<file path="src/rtl/bus_arbiter_pkg.sv">
// Shared definitions for the bus arbiter: bus widths, IO device count and FSM state encodings.
package bus_arbiter_pkg;

    localparam int unsigned BUS_ADDR_WIDTH = 12;
    localparam int unsigned MEM_WIDTH      = 8;
    // Upper address bits select the IO device, low 8 bits select the byte.
    localparam int unsigned BUS_IO_NUM     = 2 ** (BUS_ADDR_WIDTH - 8);

    typedef enum logic [2:0] {
        StIdle = 3'd0,
        StAle  = 3'd1,
        StXfer = 3'd2,
        StWait = 3'd3,
        StDone = 3'd4
    } state_t;

endpackage

</file>
<file path="src/rtl/bus_arbiter_if.sv">
// Requester-side and bus-controller-side signals of the bus arbiter.
// The slave modport is the arbiter; the master modport is whoever drives the
// requests and models the bus controller.
interface bus_arbiter_if
    import bus_arbiter_pkg::*;
#(
    parameter int unsigned NUM_REQ = 2,
    parameter int unsigned ADDR_W  = BUS_ADDR_WIDTH,
    parameter int unsigned DATA_W  = MEM_WIDTH
);

    // Requester side
    logic [NUM_REQ-1:0]        req;
    logic [NUM_REQ-1:0]        req_we;
    logic [NUM_REQ*ADDR_W-1:0] req_addr;
    logic [NUM_REQ*DATA_W-1:0] req_wdata;
    logic [NUM_REQ-1:0]        gnt;
    logic [NUM_REQ-1:0]        done;
    logic [NUM_REQ-1:0]        err;
    logic [DATA_W-1:0]         rdata;

    // Bus controller side
    logic                      ale_en;
    logic                      bus_read_en;
    logic                      bus_write_en;
    logic [ADDR_W-1:0]         addr_input;
    logic [DATA_W-1:0]         data_write;
    logic [DATA_W-1:0]         data_read;
    logic                      bus_ready;

    modport master (
        output req, req_we, req_addr, req_wdata, data_read, bus_ready,
        input  gnt, done, err, rdata, ale_en, bus_read_en, bus_write_en, addr_input, data_write
    );

    modport slave (
        input  req, req_we, req_addr, req_wdata, data_read, bus_ready,
        output gnt, done, err, rdata, ale_en, bus_read_en, bus_write_en, addr_input, data_write
    );

endinterface

</file>
<file path="src/rtl/bus_arbiter_rr_pick.sv">
// Combinational round-robin pick: the first requester at or after last+1 (mod NUM_REQ) wins.
module bus_arbiter_rr_pick
    import bus_arbiter_pkg::*;
#(
    parameter int unsigned NUM_REQ = 2,
    parameter int unsigned IDX_W   = $clog2(NUM_REQ)
) (
    input  logic [NUM_REQ-1:0] req,
    input  logic [IDX_W-1:0]   last,
    output logic [NUM_REQ-1:0] winner,
    output logic [IDX_W-1:0]   win_idx,
    output logic               any
);

    int unsigned      cand;
    logic [IDX_W-1:0] cand_idx;

    // Scan NUM_REQ candidates starting after the previous winner; the last probe is 'last' itself.
    always_comb begin
        winner   = '0;
        win_idx  = '0;
        any      = 1'b0;
        cand     = 0;
        cand_idx = '0;
        for (int unsigned off = 1; off <= NUM_REQ; off++) begin
            cand = 32'(last) + off;
            if (cand >= NUM_REQ) begin
                cand = cand - NUM_REQ;
            end
            cand_idx = IDX_W'(cand);
            if (!any && req[cand_idx]) begin
                any              = 1'b1;
                winner[cand_idx] = 1'b1;
                win_idx          = cand_idx;
            end
        end
    end

endmodule

</file>
<file path="src/rtl/bus_arbiter.sv">
// Round-robin bus arbiter and transaction sequencer in front of the bus controller.
// Grants one requester at a time, sequences ALE -> strobe -> wait for bus_ready,
// and returns read data or a timeout error. Every output is a register.
module bus_arbiter
    import bus_arbiter_pkg::*;
#(
    parameter int unsigned NUM_REQ = 2,
    parameter int unsigned ADDR_W  = BUS_ADDR_WIDTH,
    parameter int unsigned DATA_W  = MEM_WIDTH,
    parameter int unsigned TIMEOUT = 15
) (
    input logic          clk,
    input logic          rst,
    bus_arbiter_if.slave bus
);

    localparam int unsigned IDX_W = $clog2(NUM_REQ);
    localparam int unsigned CNT_W = $clog2(TIMEOUT + 1);

    state_t              state_q, state_d;
    logic [NUM_REQ-1:0]  gnt_q, gnt_d;
    logic [IDX_W-1:0]    last_q, last_d;
    logic                we_q, we_d;
    logic [ADDR_W-1:0]   addr_q, addr_d;
    logic [DATA_W-1:0]   wdata_q, wdata_d;
    logic [CNT_W-1:0]    cnt_q, cnt_d;
    logic [CNT_W-1:0]    cnt_inc;

    logic [NUM_REQ-1:0]  done_q, done_d;
    logic [NUM_REQ-1:0]  err_q, err_d;
    logic [DATA_W-1:0]   rdata_q, rdata_d;
    logic                ale_q, ale_d;
    logic                rd_en_q, rd_en_d;
    logic                wr_en_q, wr_en_d;
    logic [DATA_W-1:0]   data_write_q, data_write_d;

    logic [NUM_REQ-1:0]  pick_onehot;
    logic [IDX_W-1:0]    pick_idx;
    logic                pick_any;

    bus_arbiter_rr_pick #(
        .NUM_REQ (NUM_REQ),
        .IDX_W   (IDX_W)
    ) rr_pick (
        .req     (bus.req),
        .last    (last_q),
        .winner  (pick_onehot),
        .win_idx (pick_idx),
        .any     (pick_any)
    );

    assign cnt_inc = cnt_q + 1'b1;

    // Next-state and next-output logic; outputs are computed for the state being entered.
    always_comb begin
        state_d      = state_q;
        gnt_d        = gnt_q;
        last_d       = last_q;
        we_d         = we_q;
        addr_d       = addr_q;
        wdata_d      = wdata_q;
        cnt_d        = cnt_q;
        done_d       = '0;
        err_d        = '0;
        rdata_d      = '0;
        ale_d        = 1'b0;
        rd_en_d      = 1'b0;
        wr_en_d      = 1'b0;
        data_write_d = '0;

        unique case (state_q)
            StIdle: begin
                if (pick_any) begin
                    gnt_d   = pick_onehot;
                    last_d  = pick_idx;
                    we_d    = bus.req_we[pick_idx];
                    addr_d  = bus.req_addr[32'(pick_idx) * ADDR_W +: ADDR_W];
                    wdata_d = bus.req_wdata[32'(pick_idx) * DATA_W +: DATA_W];
                    ale_d   = 1'b1;
                    state_d = StAle;
                end
            end
            StAle: begin
                wr_en_d      = we_q;
                rd_en_d      = !we_q;
                data_write_d = we_q ? wdata_q : '0;
                state_d      = StXfer;
            end
            StXfer: begin
                if (bus.bus_ready) begin
                    done_d  = gnt_q;
                    rdata_d = we_q ? '0 : bus.data_read;
                    addr_d  = '0;
                    state_d = StDone;
                end else begin
                    cnt_d        = '0;
                    data_write_d = we_q ? wdata_q : '0;
                    state_d      = StWait;
                end
            end
            StWait: begin
                if (bus.bus_ready) begin
                    done_d  = gnt_q;
                    rdata_d = we_q ? '0 : bus.data_read;
                    addr_d  = '0;
                    state_d = StDone;
                end else if (cnt_inc == CNT_W'(TIMEOUT)) begin
                    // Timed out: complete with error and no data.
                    done_d  = gnt_q;
                    err_d   = gnt_q;
                    addr_d  = '0;
                    state_d = StDone;
                end else begin
                    cnt_d        = cnt_inc;
                    data_write_d = we_q ? wdata_q : '0;
                end
            end
            StDone: begin
                gnt_d   = '0;
                state_d = StIdle;
            end
            default: begin
                gnt_d   = '0;
                state_d = StIdle;
            end
        endcase
    end

    // State and output registers; reset abandons any transaction immediately.
    always_ff @(posedge clk) begin
        if (rst) begin
            state_q      <= StIdle;
            gnt_q        <= '0;
            last_q       <= IDX_W'(NUM_REQ - 1);
            we_q         <= 1'b0;
            addr_q       <= '0;
            wdata_q      <= '0;
            cnt_q        <= '0;
            done_q       <= '0;
            err_q        <= '0;
            rdata_q      <= '0;
            ale_q        <= 1'b0;
            rd_en_q      <= 1'b0;
            wr_en_q      <= 1'b0;
            data_write_q <= '0;
        end else begin
            state_q      <= state_d;
            gnt_q        <= gnt_d;
            last_q       <= last_d;
            we_q         <= we_d;
            addr_q       <= addr_d;
            wdata_q      <= wdata_d;
            cnt_q        <= cnt_d;
            done_q       <= done_d;
            err_q        <= err_d;
            rdata_q      <= rdata_d;
            ale_q        <= ale_d;
            rd_en_q      <= rd_en_d;
            wr_en_q      <= wr_en_d;
            data_write_q <= data_write_d;
        end
    end

    assign bus.gnt          = gnt_q;
    assign bus.done         = done_q;
    assign bus.err          = err_q;
    assign bus.rdata        = rdata_q;
    assign bus.ale_en       = ale_q;
    assign bus.bus_read_en  = rd_en_q;
    assign bus.bus_write_en = wr_en_q;
    assign bus.addr_input   = addr_q;
    assign bus.data_write   = data_write_q;

endmodule
</file>
<file path="src/flat_wrapper.sv">
// flat-port wrapper written by rule: the top's interface ports become plain ports
module bus_arbiter_flat import bus_arbiter_pkg::*;
#(
    parameter int unsigned NUM_REQ = 2,
    parameter int unsigned ADDR_W  = BUS_ADDR_WIDTH,
    parameter int unsigned DATA_W  = MEM_WIDTH,
    parameter int unsigned TIMEOUT = 15
)
  (clk, rst, bus_req, bus_req_we, bus_req_addr, bus_req_wdata, bus_data_read, bus_bus_ready, bus_gnt, bus_done, bus_err, bus_rdata, bus_ale_en, bus_bus_read_en, bus_bus_write_en, bus_addr_input, bus_data_write);
  bus_arbiter_if #(.NUM_REQ(NUM_REQ), .ADDR_W(ADDR_W), .DATA_W(DATA_W)) bus_i ();
  input logic clk;
  input logic rst;
  input wire logic [$bits(bus_i.req)-1:0] bus_req;
  input wire logic [$bits(bus_i.req_we)-1:0] bus_req_we;
  input wire logic [$bits(bus_i.req_addr)-1:0] bus_req_addr;
  input wire logic [$bits(bus_i.req_wdata)-1:0] bus_req_wdata;
  input wire logic [$bits(bus_i.data_read)-1:0] bus_data_read;
  input wire logic [$bits(bus_i.bus_ready)-1:0] bus_bus_ready;
  output wire logic [$bits(bus_i.gnt)-1:0] bus_gnt;
  output wire logic [$bits(bus_i.done)-1:0] bus_done;
  output wire logic [$bits(bus_i.err)-1:0] bus_err;
  output wire logic [$bits(bus_i.rdata)-1:0] bus_rdata;
  output wire logic [$bits(bus_i.ale_en)-1:0] bus_ale_en;
  output wire logic [$bits(bus_i.bus_read_en)-1:0] bus_bus_read_en;
  output wire logic [$bits(bus_i.bus_write_en)-1:0] bus_bus_write_en;
  output wire logic [$bits(bus_i.addr_input)-1:0] bus_addr_input;
  output wire logic [$bits(bus_i.data_write)-1:0] bus_data_write;
  assign bus_i.req = bus_req;
  assign bus_i.req_we = bus_req_we;
  assign bus_i.req_addr = bus_req_addr;
  assign bus_i.req_wdata = bus_req_wdata;
  assign bus_i.data_read = bus_data_read;
  assign bus_i.bus_ready = bus_bus_ready;
  assign bus_gnt = bus_i.gnt;
  assign bus_done = bus_i.done;
  assign bus_err = bus_i.err;
  assign bus_rdata = bus_i.rdata;
  assign bus_ale_en = bus_i.ale_en;
  assign bus_bus_read_en = bus_i.bus_read_en;
  assign bus_bus_write_en = bus_i.bus_write_en;
  assign bus_addr_input = bus_i.addr_input;
  assign bus_data_write = bus_i.data_write;
  bus_arbiter #(.NUM_REQ(NUM_REQ), .ADDR_W(ADDR_W), .DATA_W(DATA_W), .TIMEOUT(TIMEOUT)) u_core (.clk(clk), .rst(rst), .bus(bus_i));
endmodule
</file>
<file path="config.mk">
export PLATFORM = sky130hd
export DESIGN_NAME = bus_arbiter_flat
export DESIGN_NICKNAME = d
export VERILOG_FILES = /design/src/rtl/bus_arbiter_pkg.sv /design/src/rtl/bus_arbiter_if.sv /design/src/rtl/bus_arbiter_rr_pick.sv /design/src/rtl/bus_arbiter.sv /design/src/flat_wrapper.sv
export SDC_FILE = /design/constraint.sdc
export NUM_CORES = 1
export LEC_CHECK = 0
export CAP_MARGIN = 10
export CORE_ASPECT_RATIO = 0.5
export CORE_UTILIZATION = 46
export DETAILED_ROUTE_END_ITERATION = 10
export PLACE_DENSITY = 0.85
export REMOVE_ABC_BUFFERS = 1
export SLEW_MARGIN = 15
export SYNTH_ARGS = -nofsm -noshare
export SYNTH_HDL_FRONTEND = slang
export SYNTH_SLANG_ARGS = --single-unit
</file>
<file path="constraint.sdc">
create_clock -name clk -period 4 [get_ports clk]
set_input_delay 0.8 -clock clk [delete_from_list [all_inputs] [get_ports clk]]
set_output_delay 0.8 -clock clk [all_outputs]
set_load 0.01 [all_outputs]
</file>
**Signal wires on met1**

Scale bar: 20 µm.
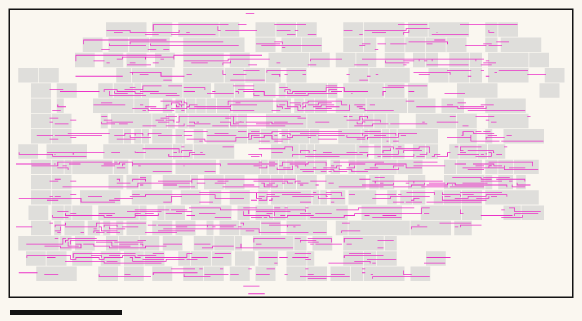
wire length on this layer: 2,380 µm
main direction: horizontal
share of all routed wire: 43%
GRT met1 Usage: 27.4%
final wirelength: 5550 µm

**Signal wires on met2**

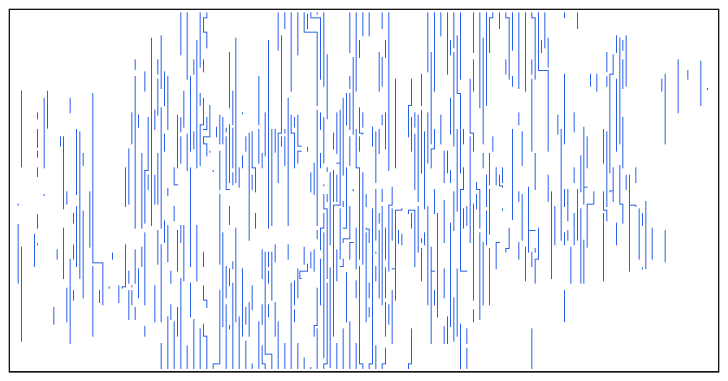
longest straight run: 26.5 µm
nets with wire on the layer: 323
share of all routed wire: 50%
vias: 1,980
met2 GRT Util: 40.1%

**Signal wires on met3**

Scale bar: 20 µm.
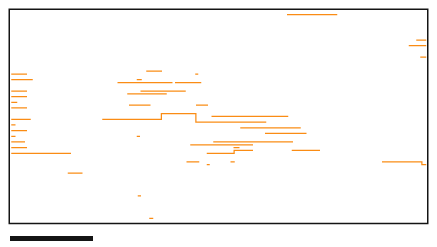
wire length on this layer: 275 µm
longest straight run: 18.9 µm
main direction: horizontal
GRT met3 Usage: 5.47%

**M4 wires**

Scale bar: 20 µm.
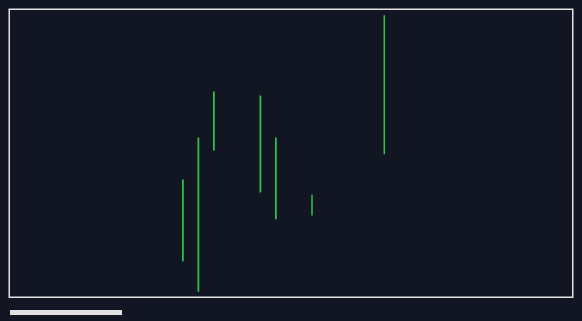
wire length on this layer: 111 µm
share of all routed wire: 2.0%
main direction: vertical
nets with wire on the layer: 7

==> out/qor.yml <==
yosys:
  edf_count: 0
  ys_chip_area_um2: 2220
  synth-seq-area-share_pct: 48.8
  top_cells_by_count: "dfxtp_1 (54), mux2i_1 (21), nand2_1 (17), nor3_1 (13), o22ai_1 (13)"
  syn_avg_cell_area_um2: 9.94
  syn_inst: 223
  ys.warnings.count: 0
  synth_area_um2: 2220
  top_cell: "dfxtp_1"
sta:
  drv_slew: 0
  fin_skew_ps: 2.94
  rsz0062_at_grt: "no"
  period_needed_ps: 2660
  fin_crit_sh_pct: 66.6
  max_freq_mhz: 375
  tightest_slew_ps: 1080
  max_slew_margin_pct: 27.5
  worst_slack_ps: 1340
clocking:
  cts.clk_slew.worst_paths_ps: 90
  cts-htree-levels: 2
  cts_tree: "done"
  clock_path_buffers: 2
  clock-root-buffer: "clkbuf_8"
routing:
  wl_met2_um: 2780
  drt-initial-drc-count: 116
  drtAntennaViolNets: 0
placement:
  routabilityCongestion: 0.780
  numPortBuffers: 91
  placed_cells: 369
  place_ws_ps: 1090
  dp_hpwl_um: 4190
setup_path:
  r2r-end: "u_core.bus.addr_input[4]"
  critical_path_class: "primary input to flop"
  worstReg2RegStart: "u_core.cnt_q[1]"
  cp.buffers_inverters: 1
  r2r_setup_slack_ps: 1780
  startpoint: "rst"
  crit_path_end_kind: "flop"
  crit_end: "u_core.cnt_q[0]"
floorplanning:
  dieArea_um2: 5120
  tap_cells: 66
  initial_utilization_pct: 49.1
  coreArea_um2: 4510
  die_x_um: 100
power_and_ir_drop:
  powerDensity_nw_per_um2: 413
  pwr-share-clk_pct: 32.6
  finalPower_mw: 1.36
  max-vdd-ir-drop_uv: 212
  combinationalPowerShare_pct: 21.2
  p_sw_share_pct: 26.0
global_route:
  grt_max_degree: 20
  grt_overflow: 0
layout:
  comb_area_share_pct: 31.7
  fillers: 331
  regArea_um2: 1080
  dominant_cells: "sequential cells"
  nNonClkBuffers: 92
  stdcell_area_um2: 3290
  num_antenna_cells: 0
  nNonClkInverters: 6
  comb_area_um2: 1040
worst_hold_path:
  min_from: "u_core.wdata_q[5]"
outcome:
  outcome: "finished, final reports clean"
Power and IR drop assume default switching activity.
